<file path="config.mk">
export PLATFORM = sky130hd
export DESIGN_NAME = frame_swap_controller
export DESIGN_NICKNAME = d
export VERILOG_FILES = /design/src/rtl/frame_swap_controller.sv
export SDC_FILE = /design/constraint.sdc
export NUM_CORES = 1
export LEC_CHECK = 0
export CAP_MARGIN = 20
export CORE_AREA = 2 2 53 65
export DETAILED_ROUTE_END_ITERATION = 6
export DIE_AREA = 0 0 55 67
export PLACE_DENSITY = 0.76
export SYNTH_ARGS = -nofsm -noshare
export SYNTH_HDL_FRONTEND = slang
export SYNTH_SLANG_ARGS = --single-unit
</file>
<file path="constraint.sdc">
create_clock -name clk -period 2.4 [get_ports clk]
set_input_delay 0.24 -clock clk [delete_from_list [all_inputs] [get_ports clk]]
set_output_delay 0.24 -clock clk [all_outputs]
set_load 0.01 [all_outputs]
</file>
<file path="src/rtl/frame_swap_controller.sv">
// Frame sequencer and double-buffer owner for the drawing pipeline.
// It starts the drawing manager, acknowledges each finished frame, and swaps the
// draw/display buffers only when a finished frame meets a display vsync boundary.
// It also counts presented frames and vsync boundaries missed by drawing overruns.
module frame_swap_controller #(
  parameter int FRAME_COUNT_WIDTH = 16,
  parameter int MISS_COUNT_WIDTH  = 8,
  parameter int VSYNC_ACTIVE_HIGH = 1
) (
  input  logic                         clk,
  input  logic                         rst,
  input  logic                         enable,
  input  logic                         vsync,
  input  logic                         frame_done,
  output logic                         draw_start,
  output logic                         draw_ack,
  output logic                         draw_buf_sel,
  output logic                         disp_buf_sel,
  output logic [FRAME_COUNT_WIDTH-1:0] frame_count,
  output logic [MISS_COUNT_WIDTH-1:0]  missed_vsync,
  output logic                         busy
);

  // Idle level of vsync, so reset does not fake a boundary on the first cycle.
  localparam logic VSYNC_IDLE = (VSYNC_ACTIVE_HIGH != 0) ? 1'b0 : 1'b1;

  typedef enum logic [2:0] {
    S_IDLE,
    S_START,
    S_DRAWING,
    S_WAIT_VSYNC,
    S_SWAP
  } state_t;

  state_t state_q;
  state_t state_d;
  logic   started_q;
  logic   vsync_q;
  logic   vsync_edge;
  logic   enter_swap;
  logic   miss_inc;

  // The miss counter holds at all-ones so a long stall never looks like a small one.
  function automatic logic [MISS_COUNT_WIDTH-1:0] sat_inc(
    input logic [MISS_COUNT_WIDTH-1:0] v
  );
    if (&v) begin
      return v;
    end
    return v + MISS_COUNT_WIDTH'(1);
  endfunction

  assign vsync_edge = (VSYNC_ACTIVE_HIGH != 0) ? (vsync & ~vsync_q)
                                               : (~vsync & vsync_q);
  assign busy         = (state_q != S_IDLE);
  assign disp_buf_sel = ~draw_buf_sel;

  // Next-state decode plus the one-cycle start/ack strobes.
  always_comb begin
    state_d    = state_q;
    draw_start = 1'b0;
    draw_ack   = 1'b0;
    enter_swap = 1'b0;
    miss_inc   = 1'b0;
    case (state_q)
      S_IDLE: begin
        if (enable) begin
          state_d = S_START;
        end
      end
      S_START: begin
        // The very first frame is launched with start; later restarts release a
        // manager that is parked in its frame-done state, which needs an ack.
        draw_start = ~started_q;
        draw_ack   = started_q;
        state_d    = S_DRAWING;
      end
      S_DRAWING: begin
        if (frame_done && vsync_edge) begin
          state_d    = S_SWAP;
          enter_swap = 1'b1;
        end else if (frame_done) begin
          state_d = S_WAIT_VSYNC;
        end else if (vsync_edge) begin
          miss_inc = 1'b1;
        end
      end
      S_WAIT_VSYNC: begin
        // frame_done stays high until acked, so only the boundary matters here.
        if (vsync_edge) begin
          state_d    = S_SWAP;
          enter_swap = 1'b1;
        end
      end
      S_SWAP: begin
        if (enable) begin
          draw_ack = 1'b1;
          state_d  = S_DRAWING;
        end else begin
          state_d = S_IDLE;
        end
      end
      default: begin
        state_d = S_IDLE;
      end
    endcase
  end

  // State, vsync history, buffer select and counters; swap effects land on SWAP entry.
  always_ff @(posedge clk) begin
    if (rst) begin
      state_q      <= S_IDLE;
      started_q    <= 1'b0;
      vsync_q      <= VSYNC_IDLE;
      draw_buf_sel <= 1'b0;
      frame_count  <= '0;
      missed_vsync <= '0;
    end else begin
      state_q <= state_d;
      vsync_q <= vsync;
      if (state_q == S_START) begin
        started_q <= 1'b1;
      end
      if (enter_swap) begin
        draw_buf_sel <= ~draw_buf_sel;
        frame_count  <= frame_count + FRAME_COUNT_WIDTH'(1);
      end
      if (miss_inc) begin
        missed_vsync <= sat_inc(missed_vsync);
      end
    end
  end

endmodule

</file>
Fig. 1: run 1, routed metal, one colour a layer
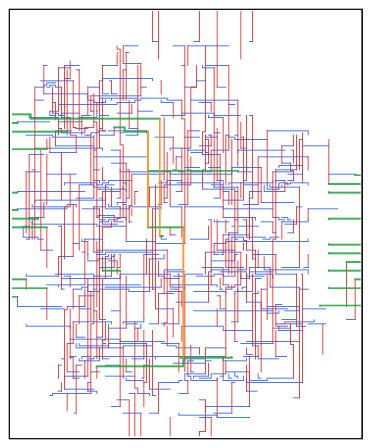
red -> met2  # wire length 1620 µm
blue -> met1  # wire length 1320 µm
orange -> met4  # wire length 53.7 µm
green -> met3  # wire length 151 µm
routed wire length per instance: 13.48 µm
vias: 1350

Fig. 2: run 1, clock wires, drivers and flops
Scale bar: 20 µm.
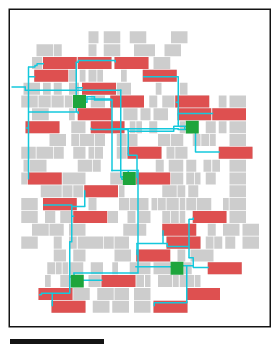
cyan -> clock wires  # length 375 µm
green -> cells driving clock nets  # count 5
red -> flip-flops  # count 30
flops lie = spread over the die
Latency at later pin: 0.33 ns
Post-Route Skew: 0.009395 ns
Clock Power Share: 0.342

Fig. 3: run 1, cell outlines without signal wires
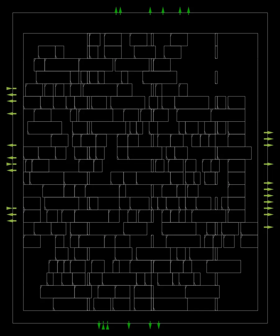
Post-Layout Cell Count: 233
Placeable Area: 0.003028 mm²
Fill cells: 276

Fig. 4: run 1, M3 wires
Scale bar: 20 µm.
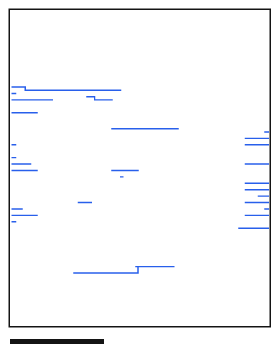
nets with wire on the layer = 24
share of all routed wire = 4.8%
wire length on this layer = 151 µm
main direction = horizontal
total wire length: 3.142 mm
M3 GR Usage: 0.06951

==> results.tsv, run 1 <==
metric	value	unit
RR Endpoint	frame_count[11]	
ao+oa area frac	0.1479	
synth warn	0	
ys async rst share	0	
Signal buf overhead	0.1872	
nets	203	
Hold-fix buffers, CTS	0	
status	completed	
DP Wirelength	2.307	mm
critical path startpoint category	flop	
vias in the first global route	1213	
XOR Share, Synth	0.05512	
Seq area share	0.3256	
clk tree area frac	0.03256	
largest net degree at the start of global routing	17	
Worst path slowest cell	or4_4	
CP Capture Point	frame_count[11]	
CTS Root Cell	clkbuf_4	
Rows	22	
Crit. Startpoint	state_q[1]	
global-route wire length before repair	5.112	mm
Top Consumer	sequential cells	
Main area contributors	dfxtp_1 42%, a21oi_1 5.6%, nor2_1 4.2%	
Num Clock Sinks	30	
worst slew pin tran	0.5627	ns
width of the die	55	µm
Placed Area	0.001784	mm²
Leak	0.6012	nW
PwrDens	498.1	mW/mm²
Fig. 5: run 1, sequential cells coloured by netlist name
Other sequential cells in the stronger grey, the rest of the logic in the fainter grey.
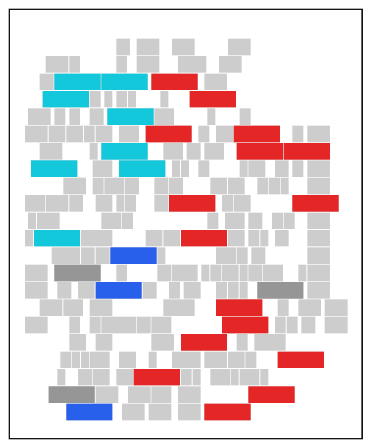

--- run 2 (diff from run 1) ---
==> constraint.sdc (replaced) <==
create_clock -name clk -period 1.9 [get_ports clk]
set_input_delay 0.19 -clock clk [delete_from_list [all_inputs] [get_ports clk]]
set_output_delay 0.19 -clock clk [all_outputs]
set_load 0.01 [all_outputs]
Fig. 6: run 2, sequential cells coloured by netlist name
Other sequential cells in the stronger grey, the rest of the logic in the fainter grey.
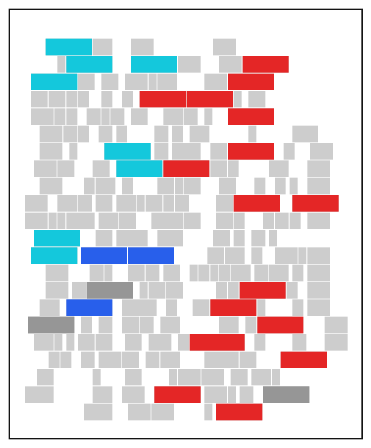
red -> `frame_count`  # flops 16
cyan -> `missed_vsync`  # flops 8
blue -> `state_q`  # flops 3
final core occ: 0.6475
Seq area share: 0.3082
P_seq: 648 µW
register area: 604.3 µm²

==> results.tsv, run 2 <==
metric	value	unit	change
largest net degree at the start of global routing	25		+8
Latency at later pin	0.32	ns	about the same
Rows	22		unchanged
RR Endpoint	frame_count[12]		
main flop type	dfxtp_1		
Placeable Area	0.003028	mm²	unchanged
clk tree area frac	0.02297		-0.009591
Hold EP	frame_count[15]		
vias in the first global route	1347		+11%
Clock Power Share	0.303		-0.039
CTS Root Cell	clkbuf_4		
ys async rst share	0		unchanged
Worst path slowest cell	or4b_4		
clock transition at the registers of the reported paths	0.08	ns	
nets	218		+7.4%
Crit Path Max Fanout	8		
antenna diode count	0		
Main area contributors	dfxtp_1 42%, a21oi_1 5.6%, nor2_1 4.2%		
synth warn	0		unchanged
Leak	0.6971	nW	+16%
status	completed		
global-route wire length before repair	5.644	mm	+10%
critical path startpoint category	flop		
Top Consumer	sequential cells		
routed wire length per instance	13.43	µm	-0.41%
Placed Area	0.001889	mm²	+5.9%
worst slew pin tran	0.3745	ns	-0.1882 ns
Post-Layout Cell Count	247		+6.0%
logic area	793.3	µm²	
CP Capture Point	frame_count[12]		
Fill cells	281		+1.8%
Hold-fix buffers, CTS	0		unchanged
Crit. End Element	flop		
width of the die	55	µm	unchanged
ao+oa area frac	0.1479		unchanged
XOR Share, Synth	0.05512		unchanged
DP Wirelength	2.431	mm	+5.4%
Signal buf overhead	0.2355		+0.04824
Post-Route Skew	0.003471	ns	-0.005923 ns
Fig. 7: run 2, M3 wires
Scale bar: 20 µm.
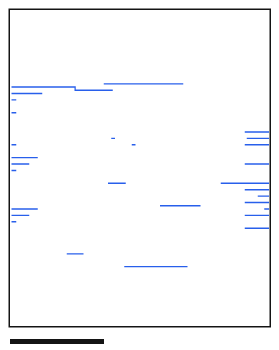
share of all routed wire = 4.4%
longest straight run = 16.6 µm
main direction = horizontal
vias: 1402
total wire length: 3.317 mm

Power is estimated from default activity; no workload was simulated.
